**Sizing map**

Scale: 6 px per um.
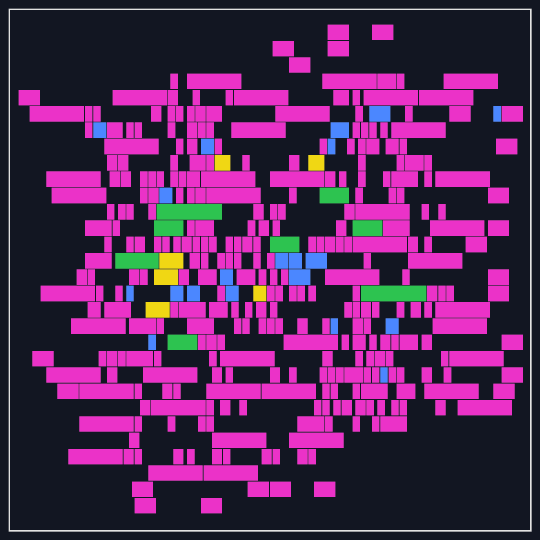
**The clock network**

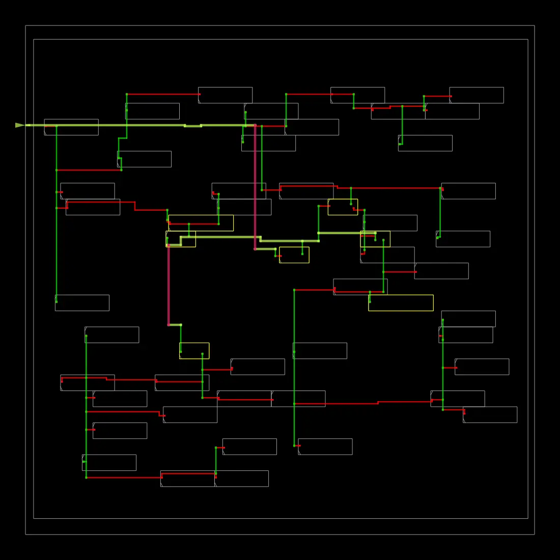
**Wiring heat map**

Scale: 4 px per um. The die is cut into 17 by 17 equal tiles; black is low, pale yellow is high, scaled to the fullest tile. Values are wire area over tile area, all layers added.
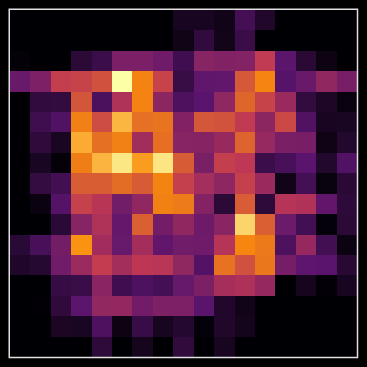
**Sequential cells colored by netlist name**

Scale: 4 px per um.
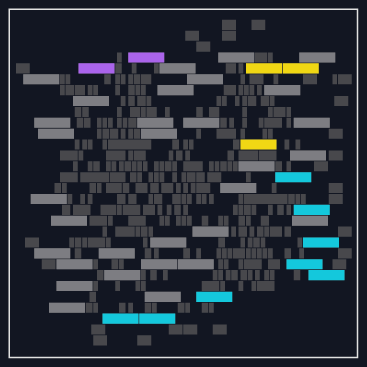
**Met3 routing**

Scale: 6 px per um.
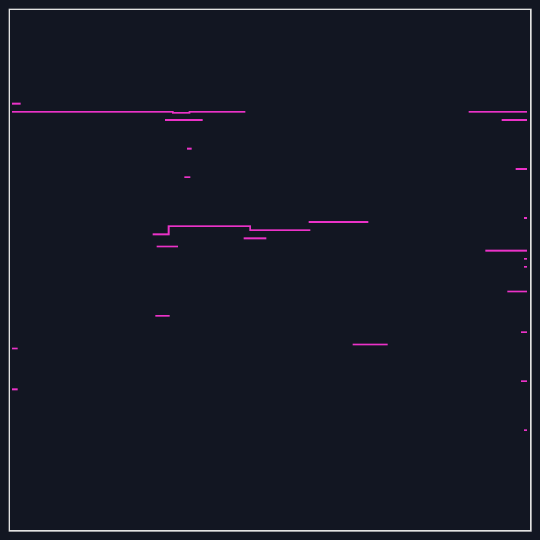
<file path="config.mk">
export PLATFORM = sky130hd
export DESIGN_NAME = clk_duty_monitor
export DESIGN_NICKNAME = d
export VERILOG_FILES = /design/src/rtl/clk_duty_monitor.sv
export SDC_FILE = /design/constraint.sdc
export NUM_CORES = 1
export LEC_CHECK = 0
export ABC_AREA = 1
export ABC_CLOCK_PERIOD_IN_PS = 3200
export CAP_MARGIN = 20
export CORE_UTILIZATION = 35
export DETAILED_ROUTE_END_ITERATION = 8
export PLACE_DENSITY = 0.63
export REMOVE_ABC_BUFFERS = 1
export SLEW_MARGIN = 20
export SYNTH_ARGS = -nofsm -noshare
export SYNTH_HDL_FRONTEND = slang
export SYNTH_SLANG_ARGS = --single-unit
export TNS_END_PERCENT = 5
</file>
<file path="constraint.sdc">
create_clock -name clk -period 3.2 [get_ports clk]
set_clock_uncertainty 0.2 [all_clocks]
set_input_delay 0.48 -clock clk [delete_from_list [all_inputs] [get_ports clk]]
set_output_delay 0.48 -clock clk [all_outputs]
set_load 0.05 [all_outputs]
</file>
<file path="src/rtl/clk_duty_monitor.sv">
`timescale 1ns/1ps
// Divided-clock checker: measures the period and high time of mon_clk in clk cycles,
// flags values outside tolerance, tracks lock and raises a timeout on a missing edge.
module clk_duty_monitor #(
    parameter int CNT_W      = 8,
    parameter int EXP_PERIOD = 10,
    parameter int EXP_HIGH   = 4,
    parameter int TOL        = 0,
    parameter int LOCK_CNT   = 4,
    parameter int TIMEOUT    = 255
) (
    input  logic             clk,
    input  logic             rst,
    input  logic             clr_err,
    input  logic             mon_clk,
    output logic             meas_valid,
    output logic [CNT_W-1:0] period_cnt,
    output logic [CNT_W-1:0] high_cnt,
    output logic             period_err,
    output logic             duty_err,
    output logic             err_sticky,
    output logic             timeout,
    output logic             locked
);
    localparam int GR_W = $clog2(LOCK_CNT + 1);
    localparam logic [CNT_W-1:0] EXP_P_C = EXP_PERIOD[CNT_W-1:0];
    localparam logic [CNT_W-1:0] EXP_H_C = EXP_HIGH[CNT_W-1:0];
    localparam logic [CNT_W-1:0] TOL_C   = TOL[CNT_W-1:0];
    localparam logic [CNT_W-1:0] TO_C    = TIMEOUT[CNT_W-1:0];
    localparam logic [GR_W-1:0]  LOCK_C  = LOCK_CNT[GR_W-1:0];

    typedef enum logic [1:0] {S_IDLE, S_HIGH, S_LOW} state_t;

    state_t           state_q, state_d;
    logic             prev_q, prev_d;
    logic [CNT_W-1:0] cnt_q, cnt_d;
    logic [CNT_W-1:0] h_tmp_q, h_tmp_d;
    logic [GR_W-1:0]  good_run_q, good_run_d;
    logic             meas_valid_q, meas_valid_d;
    logic [CNT_W-1:0] period_cnt_q, period_cnt_d;
    logic [CNT_W-1:0] high_cnt_q, high_cnt_d;
    logic             period_err_q, period_err_d;
    logic             duty_err_q, duty_err_d;
    logic             err_sticky_q, err_sticky_d;
    logic             timeout_q, timeout_d;
    logic             locked_q, locked_d;

    logic rise, fall, measure, to_hit, perr_new, derr_new;

    function automatic logic out_of_tol(input logic [CNT_W-1:0] v, input logic [CNT_W-1:0] e);
        logic [CNT_W-1:0] diff;
        diff = (v >= e) ? v - e : e - v;
        return diff > TOL_C;
    endfunction

    always_comb begin
        rise     = mon_clk & ~prev_q;
        fall     = ~mon_clk & prev_q;
        measure  = (state_q == S_LOW) && rise;
        // Awaited edge wins over a timeout landing on the same cycle.
        to_hit   = (state_q != S_IDLE) && (cnt_q >= TO_C) &&
                   !((state_q == S_HIGH) ? fall : rise);
        perr_new = out_of_tol(cnt_q, EXP_P_C);
        derr_new = out_of_tol(h_tmp_q, EXP_H_C);
    end

    always_ff @(posedge clk or posedge rst) begin
        if (rst) state_q <= S_IDLE;
        else     state_q <= state_d;
    end

    always_comb begin
        state_d = state_q;
        case (state_q)
            S_IDLE: if (rise) state_d = S_HIGH;
            S_HIGH: if (fall) state_d = S_LOW;  else if (to_hit) state_d = S_IDLE;
            S_LOW:  if (rise) state_d = S_HIGH; else if (to_hit) state_d = S_IDLE;
            default: state_d = S_IDLE;
        endcase
    end

    always_comb begin
        prev_d       = mon_clk;
        cnt_d        = rise ? CNT_W'(1) : ((cnt_q == '1) ? cnt_q : cnt_q + 1'b1);
        h_tmp_d      = (state_q == S_HIGH && fall) ? cnt_q : h_tmp_q;
        meas_valid_d = measure;
        timeout_d    = to_hit;
        period_cnt_d = measure ? cnt_q   : period_cnt_q;
        high_cnt_d   = measure ? h_tmp_q : high_cnt_q;
        period_err_d = measure ? perr_new : period_err_q;
        duty_err_d   = measure ? derr_new : duty_err_q;
        good_run_d   = good_run_q;
        if (to_hit)
            good_run_d = '0;
        else if (measure)
            good_run_d = (perr_new || derr_new) ? '0 :
                         (good_run_q == LOCK_C) ? good_run_q : good_run_q + 1'b1;
        locked_d     = (good_run_d == LOCK_C);
        if ((measure && (perr_new || derr_new)) || to_hit) err_sticky_d = 1'b1;
        else if (clr_err)                                   err_sticky_d = 1'b0;
        else                                                err_sticky_d = err_sticky_q;
    end

    always_ff @(posedge clk or posedge rst) begin
        if (rst) begin
            prev_q       <= 1'b0;
            cnt_q        <= '0;
            h_tmp_q      <= '0;
            good_run_q   <= '0;
            meas_valid_q <= 1'b0;
            period_cnt_q <= '0;
            high_cnt_q   <= '0;
            period_err_q <= 1'b0;
            duty_err_q   <= 1'b0;
            err_sticky_q <= 1'b0;
            timeout_q    <= 1'b0;
            locked_q     <= 1'b0;
        end else begin
            prev_q       <= prev_d;
            cnt_q        <= cnt_d;
            h_tmp_q      <= h_tmp_d;
            good_run_q   <= good_run_d;
            meas_valid_q <= meas_valid_d;
            period_cnt_q <= period_cnt_d;
            high_cnt_q   <= high_cnt_d;
            period_err_q <= period_err_d;
            duty_err_q   <= duty_err_d;
            err_sticky_q <= err_sticky_d;
            timeout_q    <= timeout_d;
            locked_q     <= locked_d;
        end
    end

    assign meas_valid = meas_valid_q;
    assign period_cnt = period_cnt_q;
    assign high_cnt   = high_cnt_q;
    assign period_err = period_err_q;
    assign duty_err   = duty_err_q;
    assign err_sticky = err_sticky_q;
    assign timeout    = timeout_q;
    assign locked     = locked_q;
endmodule

</file>
==> reports/qor.txt <==
Status - finished clean
Area post-placement - 2861 um^2
Worst slack at placement - 0.7277 ns
P_clk - 0.000498 W
Largest net degree at the start of global routing - 45
Clk sinks - 44
Comb/total area - 0.3975
Fin Setup TNS - 0 ns
Number of core rows - 30
Grt met2 use - 0.2482
Fraction of layout cells with a size suffix above 1 - 0.09577
Fa+ha+maj area frac - 0.05982
Multi-In Gates - 228
Die width - 86.68 um
Hold-fix buffers, CTS - 0
Setup CP Type - flop to flop
All-layer global routing usage - 0.1525
DP Cell Count - 444
Utilization after layout - 0.4353
Clock share of power - 0.182
Die Ht - 86.68 um
Hold Path Stages - 2
# Cells Yosys - 327
Design Area, Final - 2990 um^2
And-or/or-and share of the synthesized area - 0.08624
Worst-path fanout max - 6
Vias in the first global route - 1998
Final Power - 0.002736 W
Well-Tap Cells - 96
CP Launch Point - h_tmp_q[2]
Drt first pass iters - 4
Synth area leader - dfrtp_1
Top cell type's share of synthesized area - 0.4387
P&R area growth vs syn - 19.14%
Commonest cells post-synth - nand2_1, dfrtp_1, inv_1
Sequential share of power - 0.306
Async S/R FF share, synth - 1.000
Flop count - 44
Met1 Wirelength - 2525 um
Flop share of the area - 0.3682
CTS tree - yes
Inverters - 49
R2r endpoint - locked
Combinational power share - 0.512
Unique cell types - 32
Root Driver - clkbuf_8
Clock buf/inv share - 0.04310
Peak supply drop - 281.3 uV
H-tree depth - 2
Leak - 1.529 nW
PortBufs - 25
Die area - 7513 um^2
Worst-Margin Slew - 0.9248 ns
Post-synth seq share - 0.4387
CP startpoint kind - flop
Seq cells post-synth - 44
Grt met3 use - 0.03143
Final setup violating endpoints - 0
Main logic family after synthesis - simple AND/OR/NAND/NOR gates
Wire length on met3 - 127 um
Count leader, synth - nand2_1
Crit path DAT - 2.38 ns
Combinational power - 0.00140 W
Clk pin slew, worst setup/hold paths - 0.08 ns
P_sw - 0.001240 W
Commonest flop - dfrtp_1
Worst rel slew slack - 0.3826
Half-perimeter wire length after placement - 3716 um
Max Fclk - 418.3 MHz
Xor+xnor area frac - 0.03141
Top power group - combinational cells
Crit Reg-Reg Startpoint - h_tmp_q[2]
First-pass GRT wire length - 8990 um
Cell Int Power - 0.001496 W
Antenna-violating nets left - 0
Signal buffers - 27
Most used routing layer in global routing - met2
Final nets - 371
Worst setup EP type - flop
Count of non-filler cells in the finished layout - 451
Power per cell area - 914.8 nW/um^2
TritonCTS Buffers - 5
Synth warnings - 0
Flip-flops with a built-in enable - 0
Hold Path End - high_cnt[6]
Unrepaired setup endpoints after global routing - false
Routed wl met2 - 2332 um
R2R depth - 13
Synthesized area - 2510 um^2
Hold Slack - 0.2892 ns
# diodes - 0
Initial antenna violation count - 0
MaxCap Viol Count - 0
Grt met1 use - 0.2030
Crit path time final - 2.391 ns
Yosys synthesis chip area - 2510 um^2
-- 'sizing map' (at the start) --
- drive 1 or less: magenta (cells 321; share 90%)
- drive 2: blue (cells 20; share 5.6%)
- drive 6 and up: green (cells 8; share 2.3%)
- drive 3 to 4: yellow (cells 6; share 1.7%)

-- 'the clock network' (at the start) --
clock buffers: 5
Late-Pin Clk Latency: 0.29 ns

-- 'wiring heat map' (at the start) --
- mean over tiles: 0.10
- densest ninth of the die: center
- nearly empty tiles: 25%
DR WL/cell: 11.14 um
DR vias: 2065
final WL: 5024 um

-- 'sequential cells colored by netlist name' (at the start) --
- good_run_q: yellow (sequential cells 3)
- state_q: purple (sequential cells 2)
- high_cnt: cyan (sequential cells 8)
- not colored: 31
FF+latch area: 1101 um^2
seq pwr: 0.000836 W

-- 'met3 routing' (at the start) --
- share of all routed wire: 2.5%
- longest straight run: 26.7 um

## cell usage in the layout, fill, tap and decap left out, drive strengths merged, types with 2 or more instances in the layout
master         instances
a21oi                  5
nor2                  35
a211oi                 2
dfrtp                 44
xor2                   7
nor3                   5
inv                   49
nand3                 19
bufinv                 2
ha                    12
clkbuf                 5
nand2                105
clkdlybuf4s50         25
nand4                  2
xnor2                  2
o21ai                 29
buf                    2
## critical path, cell delays in order (launching register included)
cell	delay, ns
dfrtp_1	0.42
inv_1	0.18
ha_1	0.22
nand3_1	0.13
nor2_2	0.14
nand2_1	0.13
nand2_1	0.08
nand3_1	0.06
nor2_1	0.14
nand3_1	0.16
nand2_1	0.14
nand4_1	0.12
nand2_1	0.12
nor2_1	0.04
Power is estimated from default activity; no workload was simulated.
